$ cat config.mk
export PLATFORM = sky130hd
export DESIGN_NAME = sdram_cmd_queue
export DESIGN_NICKNAME = d
export VERILOG_FILES = /design/src/rtl/sdram_pkg.sv /design/src/rtl/sdram_cmd_fifo.sv /design/src/rtl/sdram_cmd_queue.sv
export SDC_FILE = /design/constraint.sdc
export NUM_CORES = 1
export LEC_CHECK = 0
export ABC_AREA = 0
export ABC_CLOCK_PERIOD_IN_PS = 4040
export CORE_MARGIN = 2
export CORE_UTILIZATION = 53
export DETAILED_ROUTE_END_ITERATION = 6
export PLACE_DENSITY = 0.79
export SLEW_MARGIN = 20
export SYNTH_ARGS = -nofsm -noshare
export SYNTH_HDL_FRONTEND = slang
export SYNTH_SLANG_ARGS = --single-unit
$ cat constraint.sdc
create_clock -name i_sys_clk -period 4.04 [get_ports i_sys_clk]
set_clock_uncertainty 0.05 [all_clocks]
set_input_delay 0.808 -clock i_sys_clk [delete_from_list [all_inputs] [get_ports i_sys_clk]]
set_output_delay 0.808 -clock i_sys_clk [all_outputs]
set_load 0.005 [all_outputs]
$ cat src/rtl/sdram_pkg.sv
// sdram_pkg: shared widths, queue entry and FSM state.
// Address layout is {bank, col, row}; widths are fixed here.
package sdram_pkg;

  localparam int BankWidth = 2;
  localparam int ColWidth = 8;
  localparam int RowWidth = 12;
  localparam int AddrWidth =
    BankWidth + ColWidth + RowWidth;
  localparam int DataWidth = 16;
  localparam int BurstLength = 1;

  typedef logic [AddrWidth-1:0] addr_t;

  typedef logic [BurstLength-1:0][DataWidth-1:0]
    burst_t;

  typedef struct packed {
    logic   we;
    addr_t  addr;
    burst_t wdata;
  } cmd_t;

  typedef enum logic [1:0] {
    ST_IDLE,
    ST_REQ,
    ST_HOLD,
    ST_WAIT_RD
  } state_t;

endpackage

$ cat src/rtl/sdram_cmd_fifo.sv
// sdram_cmd_fifo: in-order command FIFO of cmd_t entries.
// Ports: push/push_data in, pop in, head/count/full/empty out.
module sdram_cmd_fifo
  import sdram_pkg::*;
#(
  parameter int Depth = 4,
  localparam int PtrW = $clog2(Depth),
  localparam int CntW = PtrW + 1
) (
  input  logic            clk,
  input  logic            rst_n,
  input  logic            push,
  input  cmd_t            push_data,
  input  logic            pop,
  output cmd_t            head,
  output logic [CntW-1:0] count,
  output logic            full,
  output logic            empty
);

  cmd_t            mem [Depth];
  logic [PtrW-1:0] wr_q;
  logic [PtrW-1:0] rd_q;
  logic [CntW-1:0] cnt_q;
  logic [CntW-1:0] cnt_d;
  logic            rdy_q;
  logic            push_ok;
  logic            pop_ok;

  assign push_ok = push && rdy_q;
  assign pop_ok  = pop && (cnt_q != '0);

  always_comb begin
    cnt_d = cnt_q;
    unique case ({push_ok, pop_ok})
      2'b10:   cnt_d = cnt_q + 1'b1;
      2'b01:   cnt_d = cnt_q - 1'b1;
      default: cnt_d = cnt_q;
    endcase
  end

  // Space flag is registered from the next count
  // so it is low while in reset.
  always_ff @(posedge clk or negedge rst_n) begin
    if (!rst_n) begin
      wr_q  <= '0;
      rd_q  <= '0;
      cnt_q <= '0;
      rdy_q <= 1'b0;
    end else begin
      if (push_ok) wr_q <= wr_q + 1'b1;
      if (pop_ok)  rd_q <= rd_q + 1'b1;
      cnt_q <= cnt_d;
      rdy_q <= (cnt_d != CntW'(Depth));
    end
  end

  always_ff @(posedge clk) begin
    if (push_ok) mem[wr_q] <= push_data;
  end

  assign head  = mem[rd_q];
  assign count = cnt_q;
  assign full  = !rdy_q;
  assign empty = (cnt_q == '0);

endmodule

$ cat src/rtl/sdram_cmd_queue.sv
// sdram_cmd_queue: client command queue in front of sdram_ctrl.
// Ports: cmd valid/ready in, rsp valid/ready out, wr/rd req to ctrl.
module sdram_cmd_queue
  import sdram_pkg::*;
#(
  parameter int Depth = 4,
  parameter int HoldCycles = 2,
  parameter int RdTimeout = 64,
  localparam int CntW = $clog2(Depth) + 1
) (
  input  logic                 i_sys_clk,
  input  logic                 i_rst_n,
  input  logic                 i_cmd_valid,
  output logic                 o_cmd_ready,
  input  logic                 i_cmd_we,
  input  logic [AddrWidth-1:0] i_cmd_addr,
  input  logic [DataWidth-1:0] i_cmd_wdata [BurstLength],
  output logic                 o_rsp_valid,
  input  logic                 i_rsp_ready,
  output logic [DataWidth-1:0] o_rsp_data [BurstLength],
  output logic                 o_rsp_err,
  output logic [CntW-1:0]      o_cmd_count,
  output logic                 o_wr_req,
  output logic [AddrWidth-1:0] o_wr_addr,
  output logic [DataWidth-1:0] o_wr_data [BurstLength],
  output logic                 o_rd_req,
  output logic [AddrWidth-1:0] o_rd_addr,
  input  logic [DataWidth-1:0] i_rd_data [BurstLength],
  input  logic                 i_rd_rdy,
  input  logic                 i_ctrl_ready
);

  localparam int HoldW = $clog2(HoldCycles + 1);
  localparam int ToW = $clog2(RdTimeout + 1);

  cmd_t             push_cmd;
  cmd_t             head;
  burst_t           rd_burst;
  logic             push;
  logic             pop;
  logic             full;
  logic             empty;
  state_t           state_q;
  state_t           state_d;
  logic             we_q;
  addr_t            addr_q;
  burst_t           wdata_q;
  logic [HoldW-1:0] hold_q;
  logic [ToW-1:0]   to_q;
  logic             hold_done;
  logic             to_done;
  logic             in_wait;
  logic             rd_hit;
  logic             rd_to;
  logic             rsp_valid_q;
  logic             rsp_err_q;
  burst_t           rsp_data_q;

  always_comb begin
    push_cmd      = '0;
    rd_burst      = '0;
    push_cmd.we   = i_cmd_we;
    push_cmd.addr = i_cmd_addr;
    for (int b = 0; b < BurstLength; b++) begin
      push_cmd.wdata[b] = i_cmd_wdata[b];
      rd_burst[b]       = i_rd_data[b];
    end
  end

  assign push = i_cmd_valid && o_cmd_ready;

  sdram_cmd_fifo #(
    .Depth(Depth)
  ) u_fifo (
    .clk       (i_sys_clk),
    .rst_n     (i_rst_n),
    .push      (push),
    .push_data (push_cmd),
    .pop       (pop),
    .head      (head),
    .count     (o_cmd_count),
    .full      (full),
    .empty     (empty)
  );

  assign o_cmd_ready = !full;

  assign hold_done =
    (hold_q == HoldW'(HoldCycles - 1));
  assign to_done =
    (to_q == ToW'(RdTimeout - 1));
  assign in_wait = (state_q == ST_WAIT_RD);
  assign rd_hit  = in_wait && i_rd_rdy;
  assign rd_to   = in_wait && !i_rd_rdy && to_done;

  // A read may only leave the queue once the
  // previous response has been taken.
  always_comb begin
    state_d = state_q;
    pop     = 1'b0;
    unique case (state_q)
      ST_IDLE: begin
        if (!empty && i_ctrl_ready &&
            (head.we || !rsp_valid_q)) begin
          pop     = 1'b1;
          state_d = ST_REQ;
        end
      end
      ST_REQ: begin
        state_d = ST_HOLD;
      end
      ST_HOLD: begin
        if (hold_done)
          state_d = we_q ? ST_IDLE : ST_WAIT_RD;
      end
      ST_WAIT_RD: begin
        if (rd_hit || rd_to)
          state_d = ST_IDLE;
      end
      default: begin
        state_d = ST_IDLE;
      end
    endcase
  end

  always_ff @(posedge i_sys_clk or negedge i_rst_n) begin
    if (!i_rst_n) begin
      state_q <= ST_IDLE;
    end else begin
      state_q <= state_d;
    end
  end

  always_ff @(posedge i_sys_clk or negedge i_rst_n) begin
    if (!i_rst_n) begin
      hold_q <= '0;
      to_q   <= '0;
    end else begin
      if (state_q == ST_HOLD) hold_q <= hold_q + 1'b1;
      else                    hold_q <= '0;
      if (in_wait) to_q <= to_q + 1'b1;
      else         to_q <= '0;
    end
  end

  always_ff @(posedge i_sys_clk or negedge i_rst_n) begin
    if (!i_rst_n) begin
      we_q    <= 1'b0;
      addr_q  <= '0;
      wdata_q <= '0;
    end else if (pop) begin
      we_q    <= head.we;
      addr_q  <= head.addr;
      wdata_q <= head.wdata;
    end
  end

  // Only one read is ever in flight, so a capture
  // never collides with a pending response.
  always_ff @(posedge i_sys_clk or negedge i_rst_n) begin
    if (!i_rst_n) begin
      rsp_valid_q <= 1'b0;
      rsp_err_q   <= 1'b0;
      rsp_data_q  <= '0;
    end else if (rd_hit) begin
      rsp_valid_q <= 1'b1;
      rsp_err_q   <= 1'b0;
      rsp_data_q  <= rd_burst;
    end else if (rd_to) begin
      rsp_valid_q <= 1'b1;
      rsp_err_q   <= 1'b1;
      rsp_data_q  <= '0;
    end else if (rsp_valid_q && i_rsp_ready) begin
      rsp_valid_q <= 1'b0;
      rsp_err_q   <= 1'b0;
    end
  end

  assign o_wr_req    = (state_q == ST_REQ) && we_q;
  assign o_rd_req    = (state_q == ST_REQ) && !we_q;
  assign o_wr_addr   = addr_q;
  assign o_rd_addr   = addr_q;
  assign o_rsp_valid = rsp_valid_q;
  assign o_rsp_err   = rsp_err_q;

  always_comb begin
    for (int b = 0; b < BurstLength; b++) begin
      o_wr_data[b]  = wdata_q[b];
      o_rsp_data[b] = rsp_data_q[b];
    end
  end

endmodule

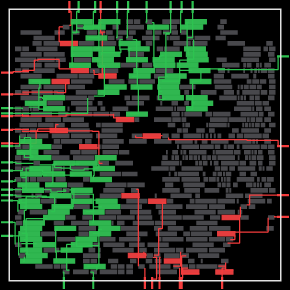
Fig. 1. Nets reached from selected ports.
Drawn at 2 px/um.
legend:
  o_wr_data:
    color: red
    bits: 16
    direction: output
    edge: 6 bottom, 5 left, 3 right, 2 top
    end_cells: 16
    buffers: 16
    wire: 670 um
  i_cmd_addr:
    color: green
    bits: 22
    direction: input
    edge: 11 left, 8 top, 2 bottom, 1 right
    end_cells: 88
    buffers: 22
    wire: 1110 um
I/O Pins: 145
I/O Buffers: 144

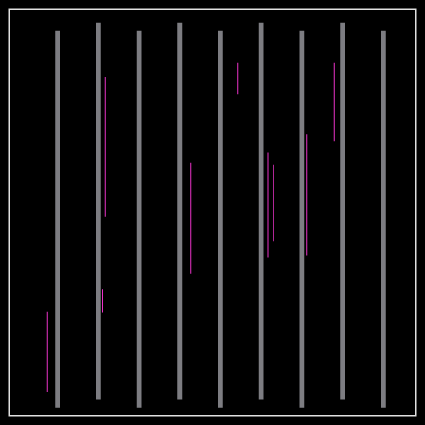
Fig. 2. M4 wires.
Drawn at 3 px/um. Supply wires on this layer in gray.
wire length on this layer: 253 um
nets with wire on the layer: 6
share of all routed wire: 1.5%
routed vias: 4628
final WL: 17000 um

==> reports/qor.csv <==
stage;metric;value;unit
status;status;completed;
floorplan;die width;135;um
synth;Synth Register Bits;232;
min_path;HP Class;input pin to asynchronous set/reset pin;
cells_and_area;Final Instance Count excl. Fillers;851;
floorplan;std cell rows;47;
synth;Synth Seq Share;0.724;
setup_path;Worst path depth;10;
setup_path;worst path arrival time;3390;ps
power;Max VDD drop;0.506;mV
sta;Setup violations, final;0;
synth;EDFF count, synth;156;
grt;Total GRT Usage;0.189;
grt;global-route wire length before repair;26400;um
power;Clk network pwr share;0.234;
power;Static Leak;4.28;nW
cells_and_area;Top Layout Cells;edfxtp_1, clkdlybuf4s50_1, dfrtp_1, mux4_2, mux2_4;
sta;final hold violation count;0;
setup_path;reg2reg path depth;9;
sta;Max Slew Vio Count;0;
setup_path;critical path's most frequent cell;inv_1;
setup_path;Slowest cell on crit path;clkdlybuf4s50_1;
clocking;total CTS buffers;23;
cells_and_area;MI comb area;0.00213;mm2
synth;Synthesis Warnings;0;
cells_and_area;Layout Nets;684;
route;DR vias/cell;5.44;
clocking;postcts setup bufs;0;
synth;cells after synthesis;479;
synth;Logic family by area;multiplexers;
placement;gpl congestion;0.788;
placement;placed insts;810;
grt;grt total ovfl;0;
placement;Post-Place Setup Slack;481;ps
setup_path;CP startpoint kind;input pin;
clocking;Clock Path Buffers;3;
clocking;clk sink count;232;
power;total power;8.07;mW
sta;Worst Tran Pin Value;834;ps
sta;Final min period;3070;ps
floorplan;Die Ht;135;um
route;Residual DRC;0;
clocking;CTS tree;built;
setup_path;CP delay by family, top;simple AND/OR/NAND/NOR gates;
clocking;H-tree depth;1;
route;Final ANT Viol Nets;0;
cells_and_area;Area growth syn-to-layout;24.0;%
sta;RSZ-0062 raised after global routing;false;
synth;syn avg cell area;19.0;um2
route;DRT Pass-1 Iters;5;
route;Iteration-0 DRC Markers;267;
setup_path;Max FO, Critical Path;3;
setup_path;Crit. End Element;flop;
setup_path;crit-path cells;clkdlybuf4s50_1 -> nor3b_1 -> o211ai_4 -> inv_1 -> ha_1 -> inv_1 -> fa_1 -> xor2_1 -> or3_1 -> a211o_1;
sta;Max Freq;326;MHz
synth;FFs w/ async S/R, synth;0.328;
cells_and_area;final instance area;0.0113;mm2
power;register share of total power;0.438;
power;Switching Fraction;0.274;
sta;Final period util;0.760;
placement;DP HPWL;10500;um
setup_path;CP bufs+invs;3;
cells_and_area;fillcell total;1105;
synth;Yosys chip area;0.00910;mm2
job;tool warning count;29;
clocking;number of gates resized after CTS;0;
grt;largest net degree at the start of global routing;77;
sta;Setup WS post-layout;968;ps
job;Max-Cap Viols;0;
cells_and_area;Inserted Diodes;0;
power;PwrDens;716;mW/mm2
synth;Cell Type Count;40;
power;Comb power frac;0.328;
clocking;clk_lat worst skew;500;ps
synth;Mux area share;0.159;
synth;Basic Gates by Area;0.0201;
sta;Total Neg Setup Slack;0;ps
floorplan;full die area;0.0182;mm2
setup_path;CP required;4360;ps
grt;vias in the first global route;4940;
placement;Placed Area;0.0106;mm2
cells_and_area;Commonest Layout Cell;edfxtp_1;
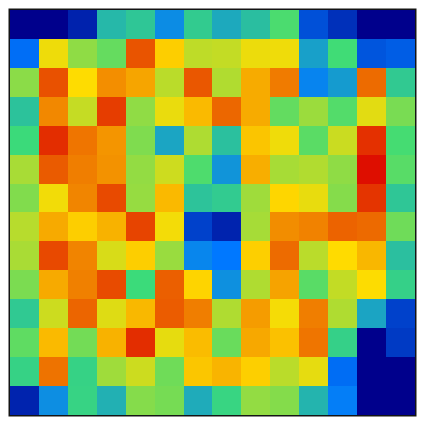
Fig. 3. Cell density map.
Drawn at 3 px/um. The die is cut into 14 by 14 equal tiles; dark blue is low, red is high, 0 to 100% covered.
densest ninth of the die: left middle
mean over tiles: 60%
fullest tile: 98%
nearly empty tiles: 4.6%
FP Util: 0.545
Final Util: 0.675
CORE AREA: 0.0167 mm2

==> cell usage after synthesis (all sizes together), types with 4 or more instances <==
cell type | count | area (um2)
buf | 30 | 235
clkbuf | 13 | 48.8
a21oi | 4 | 20.0
dfrtp | 76 | 1900
inv | 27 | 101
ha | 7 | 87.6
a22oi | 16 | 120
o21ai | 21 | 105
mux2 | 40 | 563
mux4 | 39 | 878
nor2 | 6 | 22.5
edfxtp | 156 | 4680
xnor2 | 4 | 35.0
and3 | 6 | 37.5
nand2 | 5 | 18.8
or3 | 4 | 25.0
==> routing by layer <==
metal	global-route usage	vias up	share of wire
met5	0	-	0
met2	0.325	155	0.50
met1	0.249	2368	0.43
met4	0.0463	0	0.015
li1	-	2085	-
met3	0.0394	20	0.062
==> cell families (layout without fill, tap and decap cells) <==
kind of cell             count (synthesis)  in the layout
multiplexers                            80             80
AND/OR/NAND/NOR                         33             33
AND-OR/OR-AND                           49             49
adder cells (fa/ha/maj)                  8              8
XOR/XNOR                                 7              7
flip-flops                             232            232
buffers and inverters                   70            222
==> cell type report <==
type | count | area share
Clock inverter | 9 | 0.00366
Clock buffer | 32 | 0.0549
Timing Repair Buffer | 154 | 0.135
Multi-Input combinational cell | 177 | 0.189
Tap cell | 220 | 0.0244
Inverter | 27 | 0.00898
Sequential cell | 232 | 0.584
==> flip-flops by register name, indices dropped and copies added, names as in the netlist, 2 cells and up <==
signal,cells
u_fifo.count,3
to_q,7
u_fifo.wr_q,2
state_q,2
u_fifo.mem,156
o_rsp_data,16
u_fifo.rd_q,2
o_wr_data,16
o_rd_addr,22
hold_q,2
==> power by group through the flow <==
stage	Clock, mW	Sequential [mW]	Combinational (mW)
3_3_place_gp	0	3.53	2.61
5_1_grt	2.03	3.60	2.85
2_1_floorplan	0	3.50	1.65
3_5_place_dp	0	3.58	2.69
4_1_cts	1.93	3.54	2.70
6_report	1.89	3.54	2.65
==> final timing paths <==
| check | start | to | slack [ps] |
|---|---|---|---|
| max reg2reg | state_q[1]$_DFFE_PN0P_ | u_fifo.rdy_q$_DFF_PN0_ | 1220 |
| min in group i_sys_clk | hold_q[0]$_DFF_PN0_ | hold_q[0]$_DFF_PN0_ | 390 |
| max in group asynchronous | i_rst_n | u_fifo.rd_q[0]$_DFFE_PN0P_ | 3070 |
| min | i_rst_n | o_rsp_data[13]$_DFFE_PN0P_ | 290 |
| min reg2reg | hold_q[0]$_DFF_PN0_ | hold_q[0]$_DFF_PN0_ | 390 |
| max | i_ctrl_ready | u_fifo.rdy_q$_DFF_PN0_ | 970 |
Power and IR drop assume default switching activity.
